The metal 1 layer:
Scale bar: 20 um. Supply wires on this layer in grey.
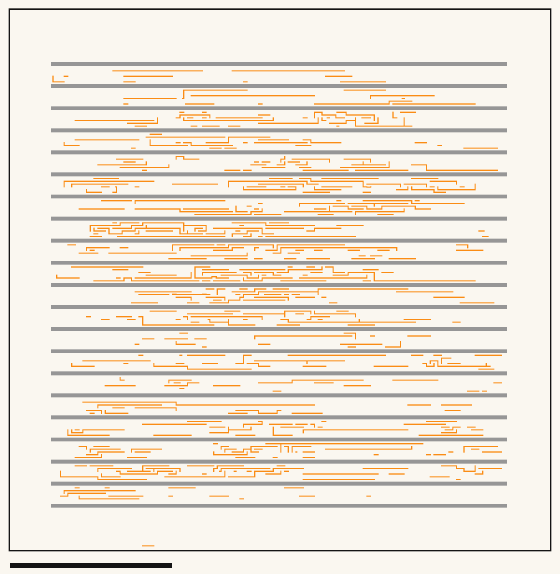
Signal wires on met2:
Scale bar: 20 um.
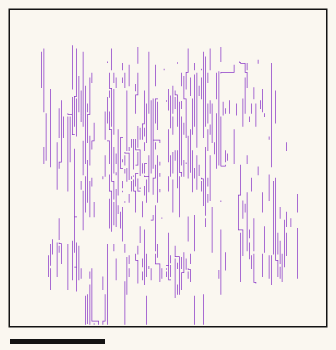
M3 wires:
Cells faint in the background.
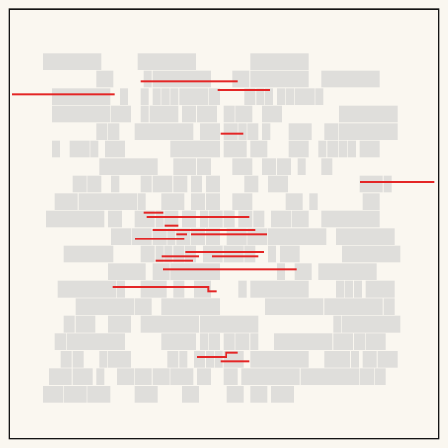
Clock network drawn from the DEF:
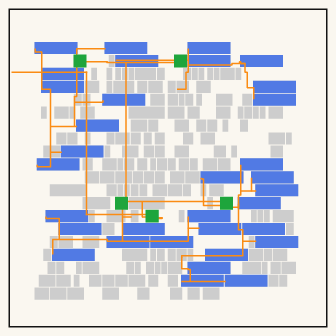
<file path="config.mk">
export PLATFORM = sky130hd
export DESIGN_NAME = car_detect
export DESIGN_NICKNAME = d
export VERILOG_FILES = /design/src/rtl/trafficlight_pkg.sv /design/src/rtl/sensor_debounce.sv /design/src/rtl/car_detect.sv
export SDC_FILE = /design/constraint.sdc
export NUM_CORES = 1
export LEC_CHECK = 0
export CORE_MARGIN = 5
export CORE_UTILIZATION = 58
export DETAILED_ROUTE_END_ITERATION = 6
export GPL_ROUTABILITY_DRIVEN = 1
export PLACE_DENSITY = 0.78
export SLEW_MARGIN = 20
export SYNTH_ARGS = -nofsm -noshare
export SYNTH_HDL_FRONTEND = slang
export SYNTH_SLANG_ARGS = --single-unit
export TNS_END_PERCENT = 1
</file>
<file path="constraint.sdc">
create_clock -name clk -period 2.9 [get_ports clk]
set_input_delay 0.58 -clock clk [delete_from_list [all_inputs] [get_ports clk]]
set_output_delay 0.58 -clock clk [all_outputs]
set_load 0.1 [all_outputs]
</file>
<file path="src/rtl/trafficlight_pkg.sv">
// trafficlight_pkg: shared definitions for the side-road car detector.
//   - car_state_e : request FSM states
//   - LIGHT_*     : one-hot lamp codes within a 3-bit {R,Y,G} group
//   - slice bounds for the main and side groups of the 6-bit light bus
//   - light_code_legal() : true when a 3-bit group holds exactly one lamp
package trafficlight_pkg;

    typedef enum logic [1:0] {
        StIdle   = 2'd0,
        StReq    = 2'd1,
        StServed = 2'd2,
        StFault  = 2'd3
    } car_state_e;

    localparam logic [2:0] LIGHT_G = 3'b001;
    localparam logic [2:0] LIGHT_Y = 3'b010;
    localparam logic [2:0] LIGHT_R = 3'b100;

    localparam int unsigned LIGHT_MAIN_MSB = 5;
    localparam int unsigned LIGHT_MAIN_LSB = 3;
    localparam int unsigned LIGHT_SIDE_MSB = 2;
    localparam int unsigned LIGHT_SIDE_LSB = 0;

    function automatic logic light_code_legal(input logic [2:0] code);
        return (code == LIGHT_G) || (code == LIGHT_Y) || (code == LIGHT_R);
    endfunction

endpackage

</file>
<file path="src/rtl/sensor_debounce.sv">
// sensor_debounce: 2-flop synchronizer followed by a consecutive-sample debouncer.
// Ports:
//   clk          in  system clock, rising edge
//   rst          in  asynchronous active-high reset
//   i_sensor_raw in  asynchronous loop-detector level
//   o_presence   out debounced presence (registered)
// Presence changes only after the synchronized level has disagreed with it for
// DEBOUNCE_CYCLES consecutive cycles; any agreeing cycle restarts the count.
module sensor_debounce
    import trafficlight_pkg::*;
#(
    parameter int unsigned DEBOUNCE_CYCLES = 16
) (
    input  logic clk,
    input  logic rst,
    input  logic i_sensor_raw,
    output logic o_presence
);

    localparam int unsigned CntW = $clog2(DEBOUNCE_CYCLES + 1);
    localparam logic [CntW-1:0] CntLast = CntW'(DEBOUNCE_CYCLES - 1);

    logic            r_sync1;
    logic            r_sync2;
    logic            r_presence;
    logic [CntW-1:0] r_cnt;

    always_ff @(posedge clk or posedge rst) begin
        if (rst) begin
            r_sync1    <= 1'b0;
            r_sync2    <= 1'b0;
            r_presence <= 1'b0;
            r_cnt      <= '0;
        end else begin
            r_sync1 <= i_sensor_raw;
            r_sync2 <= r_sync1;
            if (r_sync2 != r_presence) begin
                // The count never passes DEBOUNCE_CYCLES-1, so it cannot wrap.
                if (r_cnt == CntLast) begin
                    r_presence <= r_sync2;
                    r_cnt      <= '0;
                end else begin
                    r_cnt <= r_cnt + 1'b1;
                end
            end else begin
                r_cnt <= '0;
            end
        end
    end

    assign o_presence = r_presence;

endmodule

</file>
<file path="src/rtl/car_detect.sv">
// car_detect: side-road vehicle detector and service-request FSM.
// Ports:
//   clk        in  system clock, rising edge
//   rst        in  asynchronous active-high reset
//   sensor_raw in  asynchronous loop level, 1 = vehicle present
//   light      in  lamps: [5:3] main {R,Y,G}, [2:0] side {R,Y,G}
//   car        out registered side-road service request
//   fault      out registered stuck-sensor indication
//   light_err  out registered one-cycle pulse for an illegal light code
//   wait_cnt   out cycles spent in REQ (only with CAR_DETECT_WAIT_CNT_EN)
// Optional feature macro: CAR_DETECT_WAIT_CNT_EN adds the wait_cnt output.
module car_detect
    import trafficlight_pkg::*;
#(
    parameter int unsigned DEBOUNCE_CYCLES = 16,
    parameter int unsigned STUCK_CYCLES    = 1_000_000
) (
    input  logic        clk,
    input  logic        rst,
    input  logic        sensor_raw,
    input  logic [5:0]  light,
    output logic        car,
    output logic        fault,
    output logic        light_err
`ifdef CAR_DETECT_WAIT_CNT_EN
    ,
    output logic [15:0] wait_cnt
`endif
);

    localparam int unsigned StuckW = $clog2(STUCK_CYCLES + 1);
    localparam logic [StuckW-1:0] StuckMax = StuckW'(STUCK_CYCLES);

    car_state_e        r_state;
    logic              r_car;
    logic              r_fault;
    logic              r_light_err;
    logic [StuckW-1:0] r_stuck_cnt;

    logic              w_presence;
    logic [2:0]        w_main;
    logic [2:0]        w_side;
    logic              w_light_ok;
    logic              w_side_green;
    logic              w_side_red;
    logic [StuckW-1:0] w_stuck_next;
    logic              w_stuck_hit;

    sensor_debounce #(
        .DEBOUNCE_CYCLES(DEBOUNCE_CYCLES)
    ) u_debounce (
        .clk         (clk),
        .rst         (rst),
        .i_sensor_raw(sensor_raw),
        .o_presence  (w_presence)
    );

    assign w_main = light[LIGHT_MAIN_MSB:LIGHT_MAIN_LSB];
    assign w_side = light[LIGHT_SIDE_MSB:LIGHT_SIDE_LSB];

    // An illegal code in either group hides the whole bus from the FSM this cycle.
    assign w_light_ok   = light_code_legal(w_main) && light_code_legal(w_side);
    assign w_side_green = w_light_ok && (w_side == LIGHT_G);
    assign w_side_red   = w_light_ok && (w_side == LIGHT_R);

    always_comb begin
        w_stuck_next = (r_stuck_cnt == StuckMax) ? StuckMax : r_stuck_cnt + 1'b1;
        w_stuck_hit  = (r_state == StReq) && w_presence && (w_stuck_next == StuckMax);
    end

    // Presence run length, only meaningful while a request is pending.
    always_ff @(posedge clk or posedge rst) begin
        if (rst) begin
            r_stuck_cnt <= '0;
        end else if ((r_state == StReq) && w_presence) begin
            r_stuck_cnt <= w_stuck_next;
        end else begin
            r_stuck_cnt <= '0;
        end
    end

    always_ff @(posedge clk or posedge rst) begin
        if (rst) begin
            r_state     <= StIdle;
            r_car       <= 1'b0;
            r_fault     <= 1'b0;
            r_light_err <= 1'b0;
        end else begin
            r_light_err <= ~w_light_ok;
            case (r_state)
                StIdle: begin
                    if (w_presence) begin
                        r_state <= StReq;
                        r_car   <= 1'b1;
                    end
                end
                StReq: begin
                    // Presence dropping here does not cancel the latched request.
                    if (w_side_green) begin
                        r_state <= StServed;
                        r_car   <= 1'b0;
                    end else if (w_stuck_hit) begin
                        r_state <= StFault;
                        r_car   <= 1'b0;
                        r_fault <= 1'b1;
                    end
                end
                StServed: begin
                    if (w_side_red) begin
                        r_state <= StIdle;
                    end
                end
                StFault: begin
                    if (!w_presence) begin
                        r_state <= StIdle;
                        r_fault <= 1'b0;
                    end
                end
                default: begin
                    r_state <= StIdle;
                    r_car   <= 1'b0;
                    r_fault <= 1'b0;
                end
            endcase
        end
    end

    assign car       = r_car;
    assign fault     = r_fault;
    assign light_err = r_light_err;

`ifdef CAR_DETECT_WAIT_CNT_EN
    logic [15:0] r_wait_cnt;

    // Cleared on the IDLE->REQ transition, held outside REQ, saturating.
    always_ff @(posedge clk or posedge rst) begin
        if (rst) begin
            r_wait_cnt <= '0;
        end else if ((r_state == StIdle) && w_presence) begin
            r_wait_cnt <= '0;
        end else if ((r_state == StReq) && (r_wait_cnt != 16'hFFFF)) begin
            r_wait_cnt <= r_wait_cnt + 16'd1;
        end
    end

    assign wait_cnt = r_wait_cnt;
`endif

endmodule

</file>
==> run notes <==
run results: total leakage power=0.8085 nW, count of multi-input gates=between 100 and 150, max-cap violation count=0, crit-path leading delay family=simple AND/OR/NAND/NOR gates, status=finished, final reports clean, Horiz. Die Dim=66.49 um, placement-stage cell area=around 2000 um^2, ys cells=about 190, clock insertion delay at the later pin of the skew report=~0.33 ns, via count of the first global-routing pass=around 1,300, CTS resizes=0, number of antenna repair diodes=0, CTS H-tree depth=2, Max-area cell class=logic gates, detail-routed via count per cell=~5.8, Setup Slack @ Placement=0.5209 ns, setup repair after global routing missed its margin=no, IO Port Bufs=11, Data arrival, critical path=approximately 2.7 ns, GRT overflow=0, global placer's final weighted congestion=a little over 0.9, total sequential power=0.470 mW, most frequent cells in the layout=dfrtp_1 (33), nor2_1 (27), nand3_1 (10), xor2_1 (10), xnor2_1 (10), path depth of the worst reg2reg path=7, reg2reg setup slack=0.46 ns, share of the yosys chip area belonging to registers=between 40% and 50%, overall die area=roughly 4400 um^2, main power-consuming group=sequential cells, Net Count, Synth=202, fraction of power spent switching nets=~24%, number of warnings reported in the yosys synthesis log=0, layout-stage area growth over the synthesis result=10.07%, post-layout util=about two thirds, Layout clock area frac=under 10%, first-pass GRT wire length=6216 um, Boundary Pins=12, pwr dens=between 300 and 400 nW/um^2, average routed wire per standard cell=approximately 15 um, chip area from the yosys synthesis statistics=about 1900 um^2, Worst Setup SP=r_stuck_cnt[0], number of buffers inserted for hold repair after clock tree synthesis=0, first-pass detailed-route iteration total=4, CP bufs+invs=0, worst rel slew slack=between 60% and 70%, max incr delay on CP=~0.5 ns, top cells by area in the synthesized netlist=dfrtp_1 (45%), nor2_1 (5.5%), xnor2_1 (4.7%)
Back to the opening pictures, 'the metal 1 layer':
195 nets have wire on it. The longest straight run is 19.3 um. The layer carries 1,700 um of wire. The wires run mostly horizontal. The layer holds 47% of the routed length.

Back to the opening pictures, 'signal wires on met2':
The layer carries 1,660 um of wire. The layer holds 46% of the routed length. The wires run mostly vertical. The longest straight run is 21.8 um.

Back to the opening pictures, 'M3 wires':
The layer holds 5.2% of the routed length. The wires run mostly horizontal. The layer carries 186 um of wire. 17 nets have wire on it.
via count: 1,421
met3 track utilization from global routing: 5.565%
sum of routed wire length over all layers: 3608 um

Back to the opening pictures, 'clock network drawn from the DEF':
Key: clock wires = orange [length 391 um]; flip-flops = blue [count 33]; cells driving clock nets = green [count 5]
Position of the flops: spread over the die. There are 6 routed clock nets.

[flip-flops by register name, summed over array words and instances (netlist names)]
name                   count
car                        1
fault                      1
light_err                  1
r_state                    2
r_stuck_cnt               20
u_debounce.o_presence      1
u_debounce.r_cnt           5
u_debounce.r_sync1         1
u_debounce.r_sync2         1
[routing by layer]
layer  part of all wire [%]  GRT usage [%]  routed length, um
met1                     47          24.70               1704
met2                     46          29.24               1657
met3                    5.2          5.565                186
met4                    1.6          6.853                 59
met5                      0              0                  0
[logic make-up (layout without fill, tap and decap cells)]
kind of cell,after synthesis,after routing,synth area share [%]
buf+inv,16,29,3.650
xor+xnor,20,20,9.465
simple gates,89,89,27.32
compound gates,28,28,12.31
flops,33,33,44.62
mux,1,1,0.6085
fa+ha+maj,3,3,2.029
Power figures rest on the tool's default switching activity, not on a simulated workload.
